Figure 1. Signal wires by layer (run 1).
(3 px per um) Only two layers are drawn.
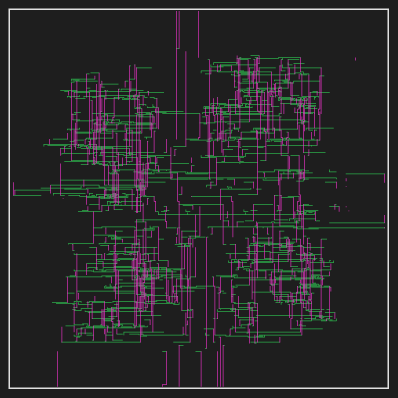
Figure 2. Signal wires on met2 (run 1).
(3 px per um)
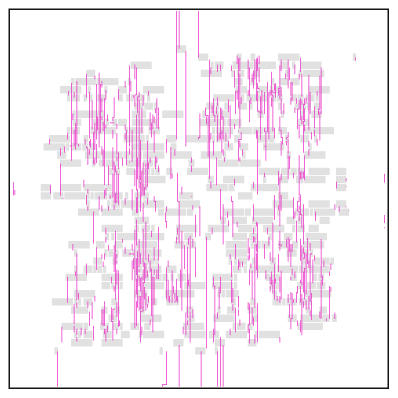
Figure 3. Zoomed window (run 1).
Window x 43 to 83, y 43 to 83 um. Cells in gray, sequential cells in the stronger gray; small squares are vias.
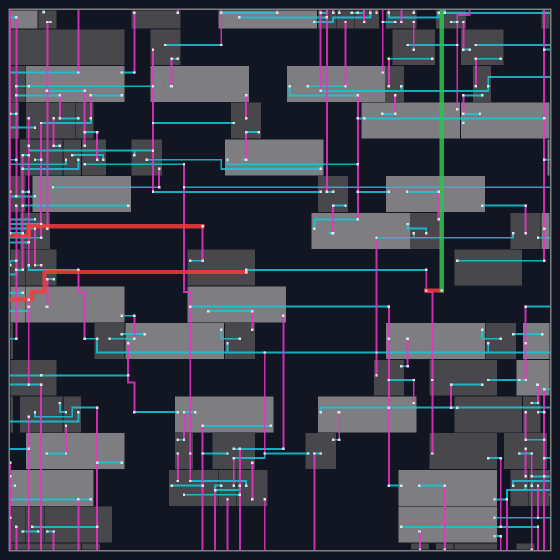
==> src/rtl/btn_debounce_pkg.sv <==
// Shared defaults and helpers for the multi-channel button debouncer.
// The default parameter values live here so that the top level and the
// per-channel block agree on them.
package btn_debounce_pkg;

   localparam int DEF_N_CH            = 4;
   localparam int DEF_SYNC_STAGES     = 3;
   localparam int DEF_DEBOUNCE_CYCLES = 100000;
   localparam int DEF_LONG_CYCLES     = 50000000;

   // Number of bits needed to hold every value from 0 up to max_val.
   function automatic int cnt_width(input int max_val);
      return $clog2(max_val + 1);
   endfunction

endpackage

==> src/rtl/btn_debounce_ch.sv <==
// One debounced button channel: synchroniser chain, stability counter,
// registered press/release pulses and an optional long-press detector.
// The long-press detector is present only when BTN_DEBOUNCE_LONGPRESS_EN is
// defined; otherwise long_press is tied low and no counter exists.
module btn_debounce_ch
   import btn_debounce_pkg::*;
#(
   parameter int SYNC_STAGES     = DEF_SYNC_STAGES,
   parameter int DEBOUNCE_CYCLES = DEF_DEBOUNCE_CYCLES,
   parameter int LONG_CYCLES     = DEF_LONG_CYCLES
) (
   input  logic clk,
   input  logic rst_n,
   input  logic btn_in,
   output logic btn_out,
   output logic press_pulse,
   output logic release_pulse,
   output logic long_press
);

   localparam int               CNT_W    = cnt_width(DEBOUNCE_CYCLES);
   localparam logic [CNT_W-1:0] CNT_LAST = CNT_W'(DEBOUNCE_CYCLES - 1);

   logic [SYNC_STAGES-1:0] sync_q;
   logic [SYNC_STAGES-1:0] sync_d;
   logic                   sample_s;
   logic [CNT_W-1:0]       cnt_q;
   logic [CNT_W-1:0]       cnt_d;
   logic                   out_q;
   logic                   out_d;
   logic                   press_q;
   logic                   press_d;
   logic                   release_q;
   logic                   release_d;

   assign sample_s = sync_q[SYNC_STAGES-1];

   // Shift the raw level one stage deeper into the synchroniser each cycle.
   always_comb begin
      sync_d = {sync_q[SYNC_STAGES-2:0], btn_in};
   end

   // Count how long the sample has disagreed with the accepted level and
   // flip the level (with a one-cycle pulse) when the disagreement has held
   // for DEBOUNCE_CYCLES cycles. Any agreement restarts the count, so short
   // glitches never reach the output; the compare against CNT_LAST keeps the
   // counter from ever wrapping.
   always_comb begin
      cnt_d     = '0;
      out_d     = out_q;
      press_d   = 1'b0;
      release_d = 1'b0;
      if (sample_s == out_q) begin
         cnt_d = '0;
      end else if (cnt_q == CNT_LAST) begin
         cnt_d     = '0;
         out_d     = ~out_q;
         press_d   = ~out_q;
         release_d = out_q;
      end else begin
         cnt_d = cnt_q + CNT_W'(1);
      end
   end

   // Debounce state registers; reset forgets all progress and the level.
   always_ff @(posedge clk) begin
      if (!rst_n) begin
         sync_q    <= '0;
         cnt_q     <= '0;
         out_q     <= 1'b0;
         press_q   <= 1'b0;
         release_q <= 1'b0;
      end else begin
         sync_q    <= sync_d;
         cnt_q     <= cnt_d;
         out_q     <= out_d;
         press_q   <= press_d;
         release_q <= release_d;
      end
   end

   assign btn_out       = out_q;
   assign press_pulse   = press_q;
   assign release_pulse = release_q;

`ifdef BTN_DEBOUNCE_LONGPRESS_EN

   localparam int                LONG_W    = cnt_width(LONG_CYCLES);
   localparam logic [LONG_W-1:0] LONG_MAX  = LONG_W'(LONG_CYCLES);
   localparam logic [LONG_W-1:0] LONG_LAST = LONG_W'(LONG_CYCLES - 1);

   logic [LONG_W-1:0] long_cnt_q;
   logic [LONG_W-1:0] long_cnt_d;
   logic              long_q;
   logic              long_d;

   // Count high cycles of the accepted level, fire once on reaching
   // LONG_CYCLES and then hold the count so the pulse cannot repeat.
   always_comb begin
      long_cnt_d = '0;
      long_d     = 1'b0;
      if (!out_q) begin
         long_cnt_d = '0;
      end else if (long_cnt_q == LONG_MAX) begin
         long_cnt_d = long_cnt_q;
      end else begin
         long_cnt_d = long_cnt_q + LONG_W'(1);
         long_d     = (long_cnt_q == LONG_LAST);
      end
   end

   // Long-press counter and pulse registers.
   always_ff @(posedge clk) begin
      if (!rst_n) begin
         long_cnt_q <= '0;
         long_q     <= 1'b0;
      end else begin
         long_cnt_q <= long_cnt_d;
         long_q     <= long_d;
      end
   end

   assign long_press = long_q;

`else

   assign long_press = 1'b0;

`endif

endmodule

==> src/rtl/btn_debounce_multi.sv <==
// N_CH independent button debouncers sharing one clock and reset.
// Optional long-press detection is enabled with BTN_DEBOUNCE_LONGPRESS_EN;
// without it the long_press outputs stay low.
module btn_debounce_multi
   import btn_debounce_pkg::*;
#(
   parameter int N_CH            = DEF_N_CH,
   parameter int SYNC_STAGES     = DEF_SYNC_STAGES,
   parameter int DEBOUNCE_CYCLES = DEF_DEBOUNCE_CYCLES,
   parameter int LONG_CYCLES     = DEF_LONG_CYCLES
) (
   input  logic            clk,
   input  logic            rst_n,
   input  logic [N_CH-1:0] btn_in,
   output logic [N_CH-1:0] btn_out,
   output logic [N_CH-1:0] press_pulse,
   output logic [N_CH-1:0] release_pulse,
   output logic [N_CH-1:0] long_press
);

   for (genvar i = 0; i < N_CH; i++) begin : g_ch
      btn_debounce_ch #(
         .SYNC_STAGES     (SYNC_STAGES),
         .DEBOUNCE_CYCLES (DEBOUNCE_CYCLES),
         .LONG_CYCLES     (LONG_CYCLES)
      ) u_ch (
         .clk           (clk),
         .rst_n         (rst_n),
         .btn_in        (btn_in[i]),
         .btn_out       (btn_out[i]),
         .press_pulse   (press_pulse[i]),
         .release_pulse (release_pulse[i]),
         .long_press    (long_press[i])
      );
   end

endmodule

==> config.mk <==
export PLATFORM = sky130hd
export DESIGN_NAME = btn_debounce_multi
export DESIGN_NICKNAME = d
export VERILOG_FILES = /design/src/rtl/btn_debounce_pkg.sv /design/src/rtl/btn_debounce_ch.sv /design/src/rtl/btn_debounce_multi.sv
export SDC_FILE = /design/constraint.sdc
export NUM_CORES = 1
export LEC_CHECK = 0
export CAP_MARGIN = 20
export CORE_MARGIN = 10
export CORE_UTILIZATION = 35
export CTS_CLUSTER_SIZE = 8
export DETAILED_ROUTE_END_ITERATION = 12
export HOLD_SLACK_MARGIN = 0.08
export PLACE_DENSITY_LB_ADDON = 0.08
export SYNTH_ARGS = -nofsm -noshare
export SYNTH_HDL_FRONTEND = slang
export SYNTH_SLANG_ARGS = --single-unit
==> constraint.sdc <==
create_clock -name clk -period 2.7 [get_ports clk]
set_clock_uncertainty 0.05 [all_clocks]
set_input_delay 0.27 -clock clk [delete_from_list [all_inputs] [get_ports clk]]
set_output_delay 0.27 -clock clk [all_outputs]
set_load 0.02 [all_outputs]
==> results.txt, run 1 <==
Diode count: 0
Post-synth EDFFs: 0
Die Wd: 125.9 um
Top Usage Layer GRT: met2
Synth Cell Area: 0.003923 mm^2
Maximum buffer depth of the clock tree: 2
Vias/cell: 4.780
Outcome: completed
Largest reg by FF count: g_ch.u_ch.cnt_q
First-pass GRT wire length: 12590 um
Worst path cell trace: or4b_1, nor4_2, or3_1, nor2_1
Tool Warnings: 26
Hold Buf Count CTS: 0
Flop share of the area: 0.4251
Initial DRC count: 139
Min Hold Slack: 0.3767 ns
CP max stage delay: 0.55 ns
Tot GR Track Use: 0.09251
Share of the synthesized area in the top cell type: 0.4695
Met3 wire len: 168 um
Yosys Instances: 429
Sequential power: 1370 uW
Setup CP Type: flip-flop to flip-flop
Clk slew on worst S/H paths: 0.09 ns
Placement Cell Area: 0.004120 mm^2
Post-synthesis compound-gate area fraction: 0.01946
HPWL Detailed: 5039 um
About Figure 1:
metal 1 -> green  # wire length 3830 um
metal 2 -> magenta  # wire length 3180 um

About Figure 2:
share of all routed wire = 44%
longest straight run = 42.7 um
wire length on this layer = 3180 um
main direction = vertical
Vias: 2782
Post-Route WL: 7259 um
met2 Use GR: 0.1403

About Figure 3:
metal 3 -> red
metal 2 -> magenta
metal 1 -> cyan
metal 4 -> green
most frequent = dfxtp_1 (20), and2_1 (12)
netlist names of flops here include = g_ch.u_ch.sync_q (10), g_ch.u_ch.cnt_q (8), g_ch.u_ch.btn_out (2)
cells with their middle in the window = 71
sequential cells in the window = 20

Figure 4. Cell outlines without signal wires (run 1).
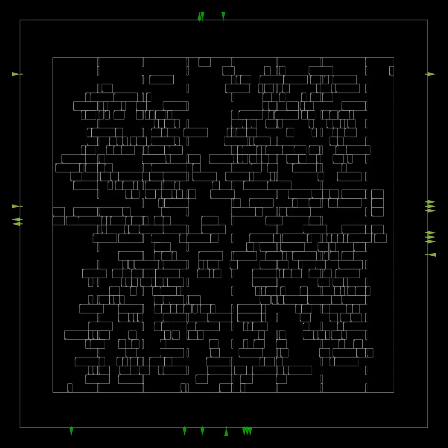

==> run 2: changes to the inputs <==
Clock period 2.7 ns to 1.9 ns, I/O delays scaled along.
Figure 5. Cell outlines without signal wires (run 2).
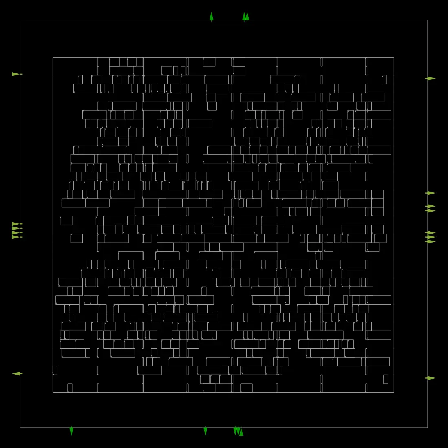
tap cells: 140
registers: 92

==> run 2 against run 1 <==
Wire length grew 2.8%. Worst hold slack lost 0.013 ns. Global-route usage grew 0.32 points. Worst setup slack lost 0.53 ns. Sequential share of layout area shrank 2.8 points. Fmax grew 15%.
==> results.txt, run 2 <==
Tot GR Track Use: 0.09572
Post-synthesis compound-gate area fraction: 0.01946
Utilization after layout: 0.4260
Multiplexer share: 0.007656
Maximum buffer depth of the clock tree: 2
Share of the synthesized area in the top cell type: 0.4695
Top Usage Layer GRT: met2
Vias/cell: 4.733
CP startpoint kind: flip-flop
Clk slew on worst S/H paths: 0.08 ns
Worst Hold Class: input pin to flip-flop
Die Wd: 125.9 um
Post-Route WL: 7460 um
Hold Buf Count CTS: 0
Met3 wire len: 411 um
Post-synth EDFFs: 0
Sequential Power Share: 0.582
Largest reg by FF count: g_ch.u_ch.cnt_q
Flop share of the area: 0.3971
PostCTS Resize Cnt: 0
CP max stage delay: 0.55 ns
Worst vdd ir: 0.2985 mV
Yosys Instances: 429
Met2 Use GR: 0.1522
Worst path cell trace: or4b_4, or4_4, nand3_2, buf_12, nor2_1
Beginning of the worst hold path: btn_in[1]
Initial DRC count: 144
Synth Area per Inst: 9.143 um^2
Unrepaired setup endpoints after global routing: yes
TritonCTS buffer count: 9
Sequential power: 1940 uW
Area growth, synth to finish: 18.25%
Rows: 38
Largest regs: g_ch.u_ch.cnt_q (68), g_ch.u_ch.sync_q (12)
Synth Cell Area: 0.003923 mm^2
Net Sw Power: 665.8 uW
Critical path startpoint: g_ch[0].u_ch.cnt_q[14]
HPWL Detailed: 5339 um
Diode count: 0
Placement Cell Area: 0.004395 mm^2
Async S/R FF share, synth: 0
Setup CP Type: flip-flop to flip-flop
Placed cell count: 596
Min Hold Slack: 0.3637 ns
Vias: 2906
Outcome: completed
Layout cells sized above 1: 0.1203
Tool Warnings: 27
First-pass GRT wire length: 12830 um
Figure 6. Zoomed window (run 2).
Window x 43 to 83, y 43 to 83 um. Cells in gray, sequential cells in the stronger gray; small squares are vias.
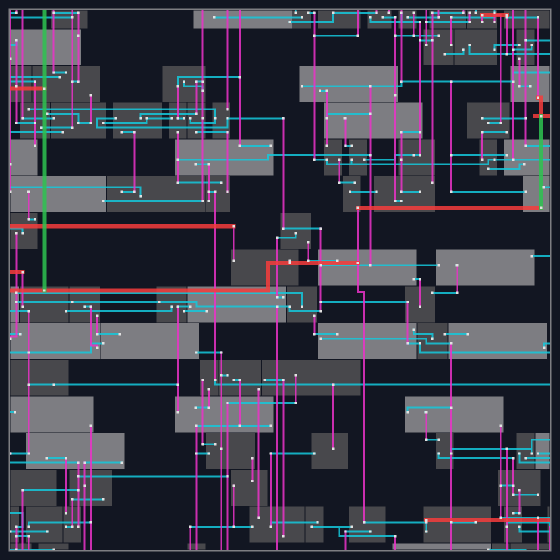
metal 4 -> green
metal 1 -> cyan
metal 3 -> red
metal 2 -> magenta
most frequent = dfxtp_1 (17), nor2_1 (9), buf_4 (8)
cells with their middle in the window = 74
sequential cells in the window = 17
netlist names of flops here include = g_ch.u_ch.sync_q (8), g_ch.u_ch.cnt_q (7), g_ch.u_ch.btn_out (2)

No activity file was given, so power comes from the tool's default toggle rates.
